<file path="src/rtl/mem_arbiter.sv">
// Two-way arbiter for the shared main-memory port: data break (DMA) wins ties,
// but the CPU is guaranteed a grant after STARVE_LIMIT consecutive contested DMA grants.
module mem_arbiter #(
  parameter int unsigned ADDR_W       = 12,
  parameter int unsigned DATA_W       = 12,
  parameter int unsigned STARVE_LIMIT = 4
) (
  input  logic              clock,
  input  logic              resetN,
  input  logic              cpu_read_enable,
  input  logic              cpu_write_enable,
  input  logic [ADDR_W-1:0] cpu_address,
  input  logic [DATA_W-1:0] cpu_write_data,
  output logic [DATA_W-1:0] cpu_read_data,
  output logic              cpu_mem_finished,
  input  logic              dma_req,
  input  logic              dma_we,
  input  logic [ADDR_W-1:0] dma_address,
  input  logic [DATA_W-1:0] dma_write_data,
  output logic [DATA_W-1:0] dma_read_data,
  output logic              dma_done,
  output logic              mem_read_enable,
  output logic              mem_write_enable,
  output logic [ADDR_W-1:0] mem_address,
  output logic [DATA_W-1:0] mem_write_data,
  input  logic [DATA_W-1:0] mem_read_data,
  input  logic              mem_finished,
  output logic              owner,
  output logic              busy
);

  localparam logic [3:0] StarveMax = 4'(STARVE_LIMIT);

  typedef enum logic [1:0] {StIdle, StCpuXfer, StDmaXfer, StRelease} state_e;

  state_e              state_q, state_d;
  logic                dma_owner_q, dma_owner_d;
  logic [3:0]          streak_q, streak_d;
  logic                mem_re_d, mem_we_d;
  logic [ADDR_W-1:0]   mem_addr_d;
  logic [DATA_W-1:0]   mem_wdata_d;
  logic [DATA_W-1:0]   cpu_rdata_d, dma_rdata_d;
  logic                cpu_req;

  assign cpu_req = cpu_read_enable | cpu_write_enable;

  always_comb begin
    state_d     = state_q;
    dma_owner_d = dma_owner_q;
    streak_d    = streak_q;
    mem_re_d    = mem_read_enable;
    mem_we_d    = mem_write_enable;
    mem_addr_d  = mem_address;
    mem_wdata_d = mem_write_data;
    cpu_rdata_d = cpu_read_data;
    dma_rdata_d = dma_read_data;

    unique case (state_q)
      StIdle: begin
        if (dma_req && (!cpu_req || (streak_q < StarveMax))) begin
          state_d     = StDmaXfer;
          dma_owner_d = 1'b1;
          mem_re_d    = ~dma_we;
          mem_we_d    = dma_we;
          mem_addr_d  = dma_address;
          mem_wdata_d = dma_write_data;
          if (cpu_req && (streak_q != 4'hF)) streak_d = streak_q + 4'd1;
        end else if (cpu_req) begin
          state_d     = StCpuXfer;
          dma_owner_d = 1'b0;
          // Both CPU enables high is a write.
          mem_re_d    = ~cpu_write_enable;
          mem_we_d    = cpu_write_enable;
          mem_addr_d  = cpu_address;
          mem_wdata_d = cpu_write_data;
          streak_d    = 4'd0;
        end
      end
      StCpuXfer, StDmaXfer: begin
        if (mem_finished) begin
          if (mem_read_enable) begin
            if (dma_owner_q) dma_rdata_d = mem_read_data;
            else             cpu_rdata_d = mem_read_data;
          end
          mem_re_d = 1'b0;
          mem_we_d = 1'b0;
          state_d  = StRelease;
        end
      end
      StRelease: state_d = StIdle;
      default:   state_d = StIdle;
    endcase
  end

  always_ff @(posedge clock or negedge resetN) begin
    if (!resetN) begin
      state_q          <= StIdle;
      dma_owner_q      <= 1'b0;
      streak_q         <= 4'd0;
      mem_read_enable  <= 1'b0;
      mem_write_enable <= 1'b0;
      mem_address      <= '0;
      mem_write_data   <= '0;
      cpu_read_data    <= '0;
      dma_read_data    <= '0;
    end else begin
      state_q          <= state_d;
      dma_owner_q      <= dma_owner_d;
      streak_q         <= streak_d;
      mem_read_enable  <= mem_re_d;
      mem_write_enable <= mem_we_d;
      mem_address      <= mem_addr_d;
      mem_write_data   <= mem_wdata_d;
      cpu_read_data    <= cpu_rdata_d;
      dma_read_data    <= dma_rdata_d;
    end
  end

  always_comb begin
    busy             = (state_q != StIdle);
    owner            = (state_q == StDmaXfer) || ((state_q == StRelease) && dma_owner_q);
    cpu_mem_finished = (state_q == StRelease) && !dma_owner_q;
    dma_done         = (state_q == StRelease) && dma_owner_q;
  end

endmodule

</file>
<file path="config.mk">
export PLATFORM = sky130hd
export DESIGN_NAME = mem_arbiter
export DESIGN_NICKNAME = d
export VERILOG_FILES = /design/src/rtl/mem_arbiter.sv
export SDC_FILE = /design/constraint.sdc
export NUM_CORES = 1
export LEC_CHECK = 0
export CELL_PAD_IN_SITES_DETAIL_PLACEMENT = 1
export CELL_PAD_IN_SITES_GLOBAL_PLACEMENT = 1
export CORE_UTILIZATION = 30
export CTS_CLUSTER_SIZE = 16
export DETAILED_ROUTE_END_ITERATION = 10
export MAX_ROUTING_LAYER = met4
export PLACE_DENSITY_LB_ADDON = 0.08
export SYNTH_ARGS = -nofsm -noshare
export SYNTH_HDL_FRONTEND = slang
export SYNTH_SLANG_ARGS = --single-unit
</file>
<file path="constraint.sdc">
create_clock -name clock -period 2.2 [get_ports clock]
set_input_delay 0.22 -clock clock [delete_from_list [all_inputs] [get_ports clock]]
set_output_delay 0.22 -clock clock [all_outputs]
set_load 0.01 [all_outputs]
</file>
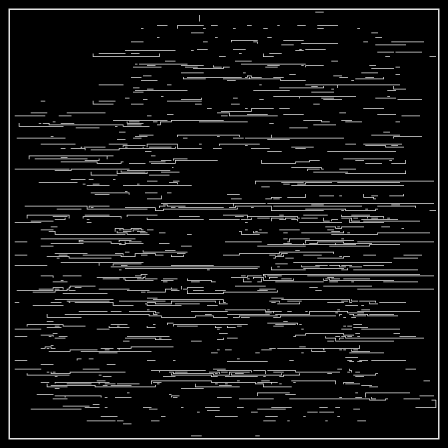
Fig. 1. Metal 1 (run 1).
- main direction: horizontal
- longest straight run: 40.9 µm

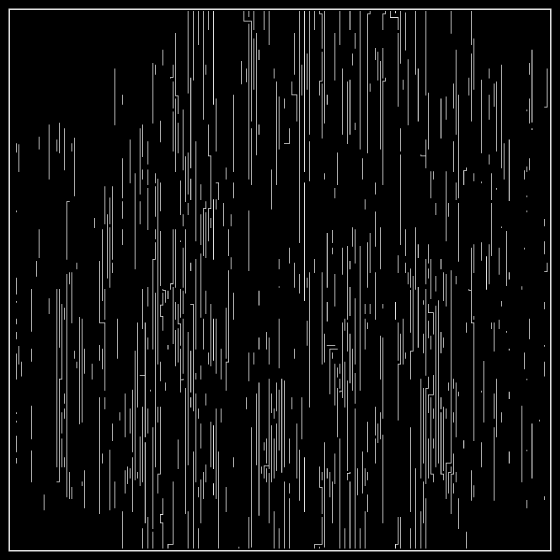
Fig. 2. The metal 2 layer (run 1).
- longest straight run: 42.1 µm
- wire length on this layer: 4,080 µm

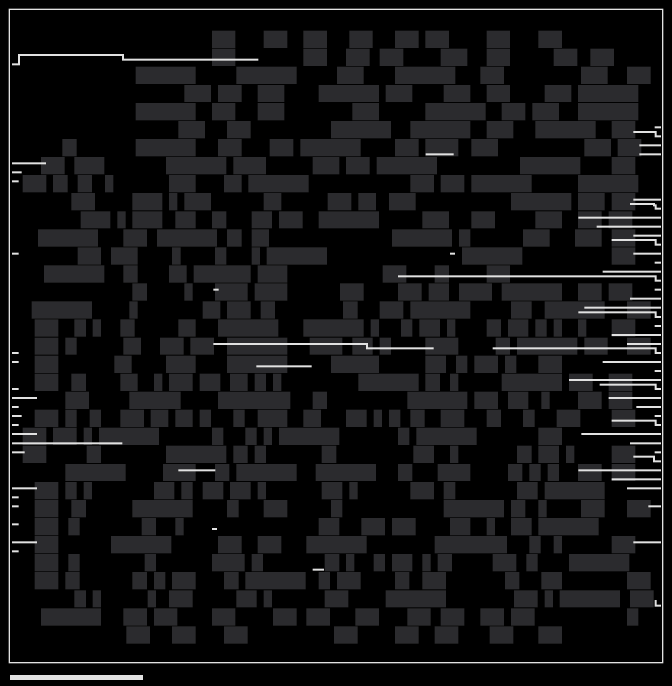
Fig. 3. The metal 3 layer (run 1).
Bar = 20 µm. Cells faint in the background.
- longest straight run: 38.6 µm
- share of all routed wire: 4.9%
- nets with wire on the layer: 63
- main direction: horizontal

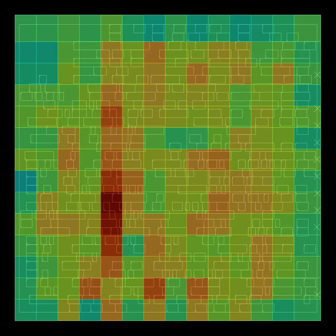
Fig. 4. Track usage over the die (run 1).
GR Util met2: 30.77%
met1 usage: 24.15%
gr usage total: 19.20%
Wirelength per Cell: 17.53 µm

## run 1: how the worst max path moves through the flow
stage,from,endpoint,cells after the start
floorplan,state_q[0],cpu_read_data[0],6
global placement,dma_req,streak_q[0],4
detailed placement,dma_req,streak_q[0],4
finish,state_q[1],owner,4
CTS,state_q[1],owner,4
global route,state_q[0],busy,4
## run 1: synthesized netlist by cell type, drive strengths merged
| cell type | number | area share (%) |
|---|---|---|
| and2 | 2 | 0.45 |
| dfrtp | 57 | 51 |
| a32o | 2 | 0.72 |
| a31oi | 26 | 5.9 |
| a21oi | 24 | 6.9 |
| o31ai | 1 | 0.77 |
| a21o | 2 | 0.54 |
| clkbuf | 5 | 1.0 |
| inv | 4 | 0.54 |
| or2 | 1 | 0.23 |
| o211ai | 1 | 0.45 |
| nor2 | 28 | 3.8 |
| ha | 5 | 2.3 |
| nand4b | 1 | 0.32 |
| o22ai | 1 | 0.45 |
| nor4b | 1 | 0.85 |
| or3b | 1 | 0.32 |
| nand3 | 2 | 0.36 |
| o31a | 2 | 0.68 |
| nand2b | 1 | 0.23 |
| nor2b | 3 | 0.68 |
| mux2i | 1 | 0.36 |
| buf | 15 | 4.3 |
| nand2 | 2 | 0.27 |
| o22a | 1 | 0.36 |
| o21ai | 29 | 5.2 |
| nor4 | 1 | 0.23 |
| mux2 | 25 | 10 |
| nand3b | 1 | 0.27 |
| nand4 | 1 | 0.23 |
## run 1: critical path: stages, from the launching register on
cell and delay (ns):
dfrtp_1 0.41, ha_1 0.20, and2_1 0.14, or2_2 0.27, clkdlybuf4s50_1 0.48
## run 1: where the power goes
group | total (mW) | internal [mW] | switching [mW]
Combinational | 2.76 | 1.53 | 1.23
Sequential | 1.83 | 1.55 | 0.276
Clock | 1.14 | 0.672 | 0.472
## run 1: area by class of cell
type                       instances  area, µm²
timing repair buffer             132       1301
clock inverter                     6      90.09
clock buffer                      10      137.6
multi-input combinational        165       1191
fill                             999       4552
tap                              108      135.1
inverter                           4      15.01
sequential                        57       1426
## run 1: per-stage QoR
stage               cell area, µm²  util (%)  worst slack, ns  std cells  hold WS [ns]
global placement              4059     45.87           0.1967        465        0.2868
floorplan                     2780         -           0.5515        246      -0.07559
global route                  4297     48.56          0.05450        482        0.4480
CTS                           4297     48.56           0.1083        482        0.4187
finish                        4297     48.56           0.1423        482        0.4367
detailed placement            4059     45.87           0.1408        465        0.3004
## run 1: per-layer routing
layer / part of all wire [%] / routed length, µm / up-vias / GRT usage [%]
li1: - / - / 1133 / -
met1: 46 / 3850 / 1215 / 24.15
met2: 48 / 4083 / 70 / 30.77
met3: 4.9 / 416 / 8 / 3.364
met4: 1.1 / 97 / 0 / 7.577
met5: 0 / 0 / - / -
## run 1: flip-flops by register name (all words and copies together), names as in the netlist
signal,cells
cpu_read_data,12
dma_owner_q,1
dma_read_data,12
mem_address,12
mem_read_enable,1
mem_write_data,12
mem_write_enable,1
state_q,2
streak_q,4
## run 1: repair_timing
item | in CTS | in global routing
hold buffers | 1 | 0
hold endpoints to repair | 25 | 0
buffers inserted | 0 | 0
==> flow_summary.toml, run 1 <==
# implementation run metrics
[clocking]
cts-buffers-inserted = 9
htreeDepth = 3
cts.sinks = 57
cts_max_path_buffers = 2
worstSkewPairLatency_ns = 0.34
cts_resized = 0

[placement]
gp_congestion = 0.7408

[synthesis]
ys_sh_adder_pct = 2.250
synthXorXnorAreaFrac_pct = 0
synthAoiAreaFrac_pct = 21.92
syn_nets = 318
top_logic_kind = "AND-OR/OR-AND gates"
synthesis.instances = 246
seq_area_frac_synth_pct = 51.31
ys.warnings.count = 0
yosys_cells = 246
mux_share_pct = 10.49
avgSynthCellArea_um2 = 11.30
synth_cell_types = 37

[power]
leakage_nw = 1.767
power_density_nw_per_um2 = 1336
total_power_mw = 5.739

[worst_setup_path]
worst_setup_path_start_kind = "flip-flop"
worstSetupPathType = "reg -> out"
worst_setup_path_end_kind = "primary output"
r2r-end = "mem_read_enable"
worstRegToRegCells = 5
ff2ff_setup_slack_ns = 0.35
required_ns = 1.98

[final_timing]
rsz0062_at_grt = "false"
relSlewSlack_pct = 49.15
fin_crit_sh_pct = 93.53
finalCriticalPeriod_ns = 2.058
setup_tns_ns = 0
finalSetupViolations = 0
finalHoldViolations = 0
slew_viol_final = 0
max_freq_ghz = 0.4860

[detailed_routing]
totalWireLength_um = 8448
drcViolationCount = 10
drtPass1Iterations = 9
vias = 2426

[global_route]
grt_pass1_vias = 2648
antenna_found_initial = 0

[floorplanning]
fp.dieH_um = 98.27
core-area_um2 = 8848

[layout]
diodes = 0
drive_above_1_share_pct = 15.51
area_growth_pct = 54.55

[job]
max_cap_viol_count = 0

[outcome]
status = "complete, but fails checks"
violations = "DRC"

[worst_hold_path]
holdPathEnd = "mem_write_data[1]"
Fig. 5: run 1, sequential cells grouped by signal name
Bar = 20 µm.
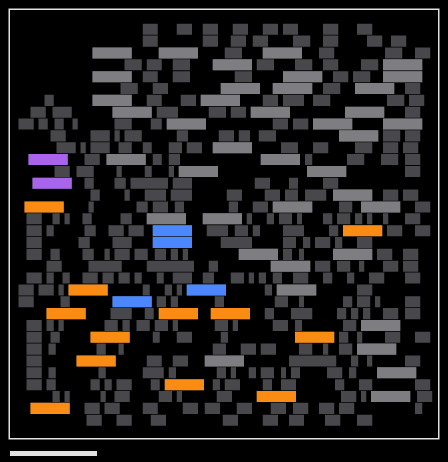

## Run 2: what changed since run 1
- CTS_BUF_LIST: unset -> sky130_fd_sc_hd__clkbuf_2
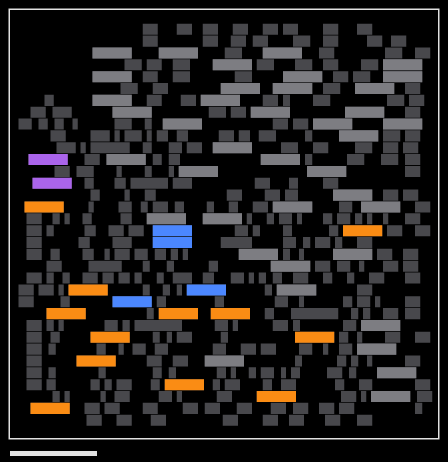
Fig. 6. Sequential cells grouped by signal name (run 2).
Bar = 20 µm.
- orange: mem_write_data (placed flops 12)
- blue: streak_q (placed flops 4)
- purple: state_q (placed flops 2)
- not colored: 39

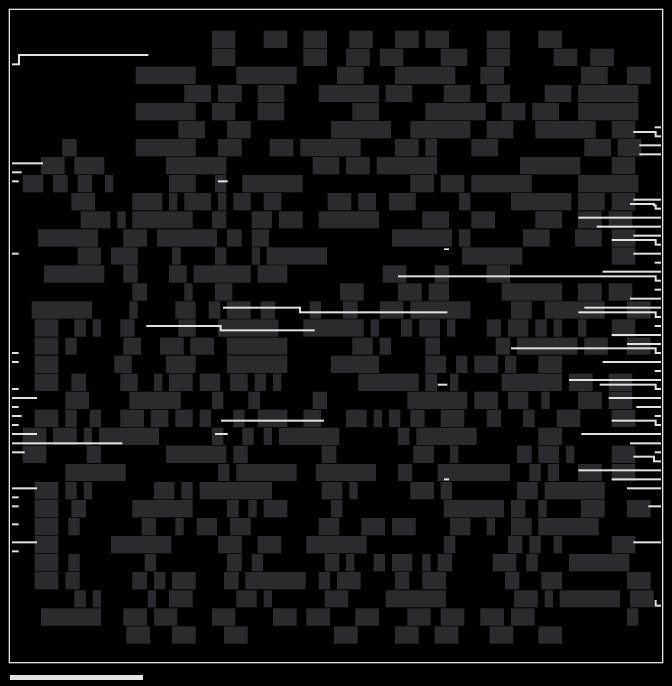
Fig. 7. The metal 3 layer (run 2).
Bar = 20 µm. Cells faint in the background.
- wire length on this layer: 423 µm
- longest straight run: 38.6 µm
- share of all routed wire: 5.1%
- nets with wire on the layer: 63

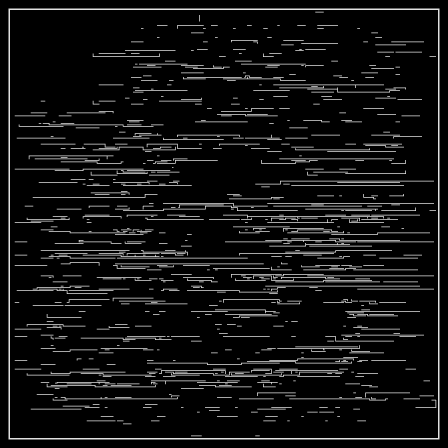
Fig. 8. Metal 1 (run 2).
- longest straight run: 38.2 µm
- nets with wire on the layer: 384

==> flow_summary.toml, run 2 <==
# implementation run metrics
[outcome]
status = "complete, but fails checks"
violations = "DRC"

[worst_setup_path]
worst_setup_path_start_kind = "flip-flop"
ff2ff_setup_slack_ns = 0.49
worstSetupPathType = "reg -> out"
required_ns = 1.98
crit_start = "state_q[1]"
worst_setup_path_end_kind = "primary output"

[synthesis]
syn_nets = 318
area_leaders = "dfrtp_1 51%, mux2_1 8.5%, a21oi_2 6.0%"
async_flop_share_pct = 100.0
top_area_share_pct = 51.31
yosys_cells = 246
edf_count = 0
synth_cell_types = 37
ys.flop_type = "dfrtp_1"
avgSynthCellArea_um2 = 11.30
yosys.area.top_type = "dfrtp_1"
synthesis.instances = 246
yosysMostFrequentCell = "dfrtp_1"

[layout]
regArea_um2 = 1426
area_growth_pct = 51.76
fill_cells = 1006
drive_above_1_share_pct = 15.51
multiInputGateArea_um2 = 1204

[job]
max_cap_viol_count = 0

[final_timing]
slew_viol_final = 0
fin_ws_ns = 0.1444
setup_tns_ns = 0
max_freq_ghz = 0.4865
finalHoldViolations = 0
relSlewSlack_pct = 52.45
finalCriticalPeriod_ns = 2.056
rsz0062_at_grt = "false"

[global_route]
grt_usage_pct = 18.95
grt_pass1_vias = 2647
antenna_found_initial = 0

[clocking]
cts_max_path_buffers = 2
worstSkewPairLatency_ns = 0.49
cts-buffers-inserted = 9
cts.sinks = 57

[detailed_routing]
drcViolationCount = 10
wl_per_cell_um = 17.26
totalWireLength_um = 8320
drtPass1Iterations = 9

[floorplanning]
core-area_um2 = 8848

[power]
total_power_mw = 5.440

[placement]
place_ws_ns = 0.1408
gp_congestion = 0.7408
[run 2: cell families after synthesis]
| logic type | Yosys count | synth area share [%] |
|---|---|---|
| AND-OR/OR-AND | 89 | 21.92 |
| adder cells (fa/ha/maj) | 5 | 2.250 |
| buffers and inverters | 24 | 5.850 |
| flip-flops | 57 | 51.31 |
| multiplexers | 26 | 10.49 |
| AND/OR/NAND/NOR | 45 | 8.192 |
[run 2: area by class of cell]
class / instances / area share [%]
inverter: 4 / 0.3559
timing repair buffer: 132 / 30.81
clock buffer: 9 / 1.068
tap: 108 / 3.203
sequential: 57 / 33.81
multi-input combinational: 165 / 28.53
clock inverter: 7 / 2.224
[run 2: how the worst max path moves through the flow]
| stage | to | slack [ns] | depth (start not counted) |
|---|---|---|---|
| final | busy | 0.14 | 4 |
| after global routing | busy | 0.04 | 4 |
| after CTS | busy | 0.03 | 4 |
| after detailed placement | streak_q[0] | 0.14 | 4 |
| after global placement | streak_q[0] | 0.20 | 4 |
| after floorplan | cpu_read_data[0] | 0.55 | 6 |
[run 2: layer usage]
metal,global-route usage (%),wire [µm]
met4,6.889,113
met3,3.150,422
met5,-,0
met2,30.12,3927
met1,24.38,3856
[run 2: metrics by stage]
step                      hold WS [ns]  instances  instance area [µm²]  utilization (%)
after floorplan               -0.07559        246                 2780                -
after global placement          0.2868        465                 4059            45.87
after detailed placement        0.3004        465                 4059            45.87
after CTS                       0.2247        482                 4209            47.57
after global routing            0.2469        482                 4219            47.68
final                           0.2599        482                 4219            47.68
[run 2: worst max-delay path, stage by stage (launching register included)]
cell and delay [ns]:
dfrtp_1 0.41, inv_1 0.10, ha_4 0.21, inv_1 0.07, clkdlybuf4s50_1 0.55
[run 2: timing repair]
item                                    in CTS  in global routing
pin swaps                                    0                  0
gates resized                                2                  1
endpoints found under the hold margin       25                  0
cloned                                       0                  0
hold buffers                                 1                  0
endpoints found under the setup margin       2                  1
buffers inserted                             0                  0
[run 2: power by group]
group	leakage [nW]	switching, mW	internal, mW	total [mW]
Sequential	0.688	0.278	1.55	1.82
Combinational	0.970	1.24	1.56	2.80
Clock	0.0799	0.442	0.376	0.818
Fig. 9: run 2, track usage over the die
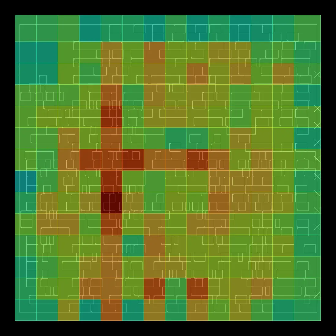

## Run 3: what changed since run 2
- ABC_AREA: unset -> 1
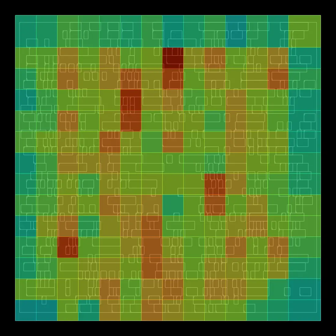
Fig. 10. Track usage over the die (run 3).
GR Util met2: 31.82%
post-layout util: 46.54%
Wirelength per Cell: 13.22 µm
met1 usage: 21.47%

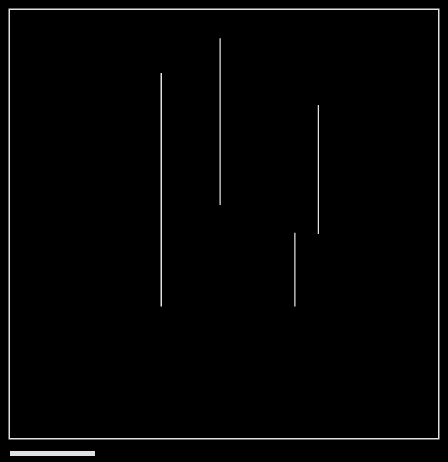
Fig. 11. M4 wires (run 3).
Bar = 20 µm.
- nets with wire on the layer: 2
- main direction: vertical

==> flow_summary.toml, run 3 <==
# implementation run metrics
[synthesis]
seq_area_frac_synth_pct = 49.27
syn_nets = 450
synthXorXnorAreaFrac_pct = 0.3025
edf_count = 0
ys.flop_type = "dfrtp_1"
yosysMostFrequentCell = "nand2_1"
synthesis.instances = 378
async_flop_share_pct = 100.0
ys_sh_simple_pct = 29.21
area_leaders = "dfrtp_1 49%, nand2_1 15%, nand3_1 9.7%"
ys.warnings.count = 0
top_cells_by_count = "114 x nand2_1, 74 x inv_1, 57 x dfrtp_1, 56 x nand3_1, 21 x nor2_1"
yosys.area.top_type = "dfrtp_1"
top_logic_kind = "simple AND/OR/NAND/NOR gates"
avgSynthCellArea_um2 = 7.659
mux_share_pct = 0
ys_sh_adder_pct = 2.161
top_area_share_pct = 49.27
yosys_cells = 378

[placement]
gp_congestion = 0.7526
place_ws_ns = 0.3694

[global_route]
grt_pass1_vias = 2957
overflow = 0
grt_usage_pct = 18.59
antenna_found_initial = 0

[power]
pwr-share-comb_pct = 51.8
internal_power_mw = 3.158
power_density_nw_per_um2 = 1207
total_power_mw = 5.216
leakage_nw = 2.239

[detailed_routing]
vias = 2832
drtPass1Iterations = 4
totalWireLength_um = 8383
drcViolationCount = 0

[final_timing]
relSlewSlack_pct = 60.29
finalHoldViolations = 0
setup_tns_ns = 0
fin_crit_sh_pct = 90.45
holdWs_ns = 0.2453
finalCriticalPeriod_ns = 1.990
max_freq_ghz = 0.5025
slew_viol_final = 0
finalSetupViolations = 0

[clocking]
cts_max_path_buffers = 2
cts-buffers-inserted = 9
postCtsSetupRepairBufs = 0
htreeDepth = 3
cts.sinks = 57
worstSkewPairLatency_ns = 0.48

[worst_setup_path]
worst_setup_path_end_kind = "primary output"
worstRegToRegCells = 7
ff2ff_setup_slack_ns = 0.48
required_ns = 1.98
r2r-end = "dma_read_data[10]"
worst_setup_path_start_kind = "flip-flop"
worstSetupPathType = "reg -> out"

[layout]
diodes = 0
area_growth_pct = 49.22
drive_above_1_share_pct = 7.723
final_area_um2 = 4320
fill_cells = 1171

[floorplanning]
core-area_um2 = 9284
fp.dieH_um = 100.2

[outcome]
status = "completed"

[job]
max_cap_viol_count = 0
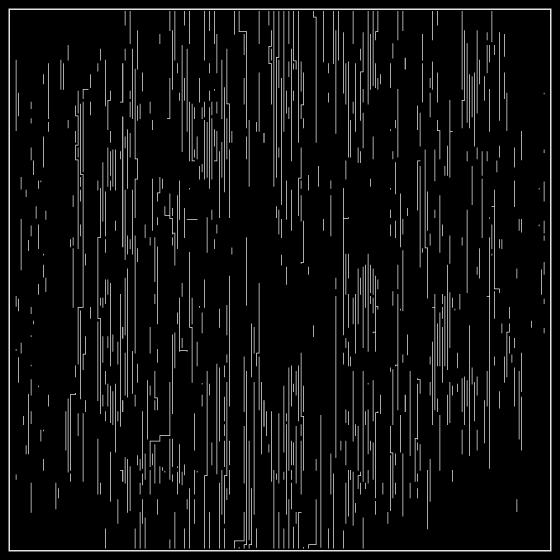
Fig. 12. The metal 2 layer (run 3).
- main direction: vertical
- share of all routed wire: 50%
- wire length on this layer: 4,200 µm

## run 3: netlist changes by cell type after synthesis, sizes merged, moves of 2 or more
cell	change
nor2	-7
o31a	-2
buf	-3
a21o	-2
nand2	+117
a21oi	-12
nand3	+54
nor2b	-3
inv	+72
o21ai	-16
and2	-2
mux2	-25
a31oi	-26
a32o	-2
## run 3: metrics by stage
stage,std cells,utilization (%)
global placement,617,45.26
floorplan,378,-
detailed placement,617,45.26
CTS,634,46.54
global route,634,46.54
finish,634,46.54
## run 3: worst max-delay path by stage
stage | startpoint | end | cells past startpoint
6_report | state_q[1] | owner | 5
5_1_grt | state_q[1] | owner | 5
4_1_cts | state_q[1] | owner | 5
3_5_place_dp | cpu_write_enable | mem_write_data[4] | 8
3_3_place_gp | cpu_write_enable | streak_q[1] | 8
2_1_floorplan | state_q[1] | dma_read_data[6] | 6
## run 3: kinds of logic after synthesis
kind of cell             Yosys count
AND/OR/NAND/NOR                  198
buffers and inverters             92
flip-flops                        57
AND-OR/OR-AND                     25
adder cells (fa/ha/maj)            5
XOR/XNOR                           1
## run 3: power groups by stage
| stage | combinational [mW] | clock, mW | sequential, mW |
|---|---|---|---|
| 3_3_place_gp | 2.69 | 0 | 1.84 |
| 5_1_grt | 3.01 | 0.746 | 1.91 |
| 6_report | 2.70 | 0.675 | 1.84 |
| 2_1_floorplan | 1.16 | 0 | 2.03 |
| 3_5_place_dp | 2.77 | 0 | 1.86 |
| 4_1_cts | 2.77 | 0.704 | 1.85 |
## run 3: area by class of cell
| type | count | area, µm² | share of cell area [%] |
|---|---|---|---|
| clock buffers | 11 | 55.05 | 1.274 |
| clock inverters | 5 | 56.30 | 1.303 |
| inverters | 76 | 287.8 | 6.661 |
| multi-input cells | 229 | 1072 | 24.82 |
| flip-flops and latches | 57 | 1426 | 33.01 |
| well taps | 129 | 161.4 | 3.736 |
| repair buffers | 127 | 1261 | 29.19 |
## run 3: worst max-delay path, stage by stage, from the launching register on
cell,delay (ns)
dfrtp_1,0.45
ha_1,0.21
nand2_1,0.06
inv_1,0.05
or2_2,0.26
dlygate4sd2_1,0.28
## run 3: per-layer routing
layer  share of wire (%)  GRT usage (%)
met5                   0              -
met4                 1.7          7.358
met3                 4.8          3.552
met2                  50          31.82
met1                  43          21.47
## run 3: timing repair
item / CTS / global route
resized: 2 / 0
endpoints found under the setup margin: 2 / 0
endpoints found under the hold margin: 21 / 0
hold buffers: 1 / 0
Power figures rest on the tool's default switching activity, not on a simulated workload.
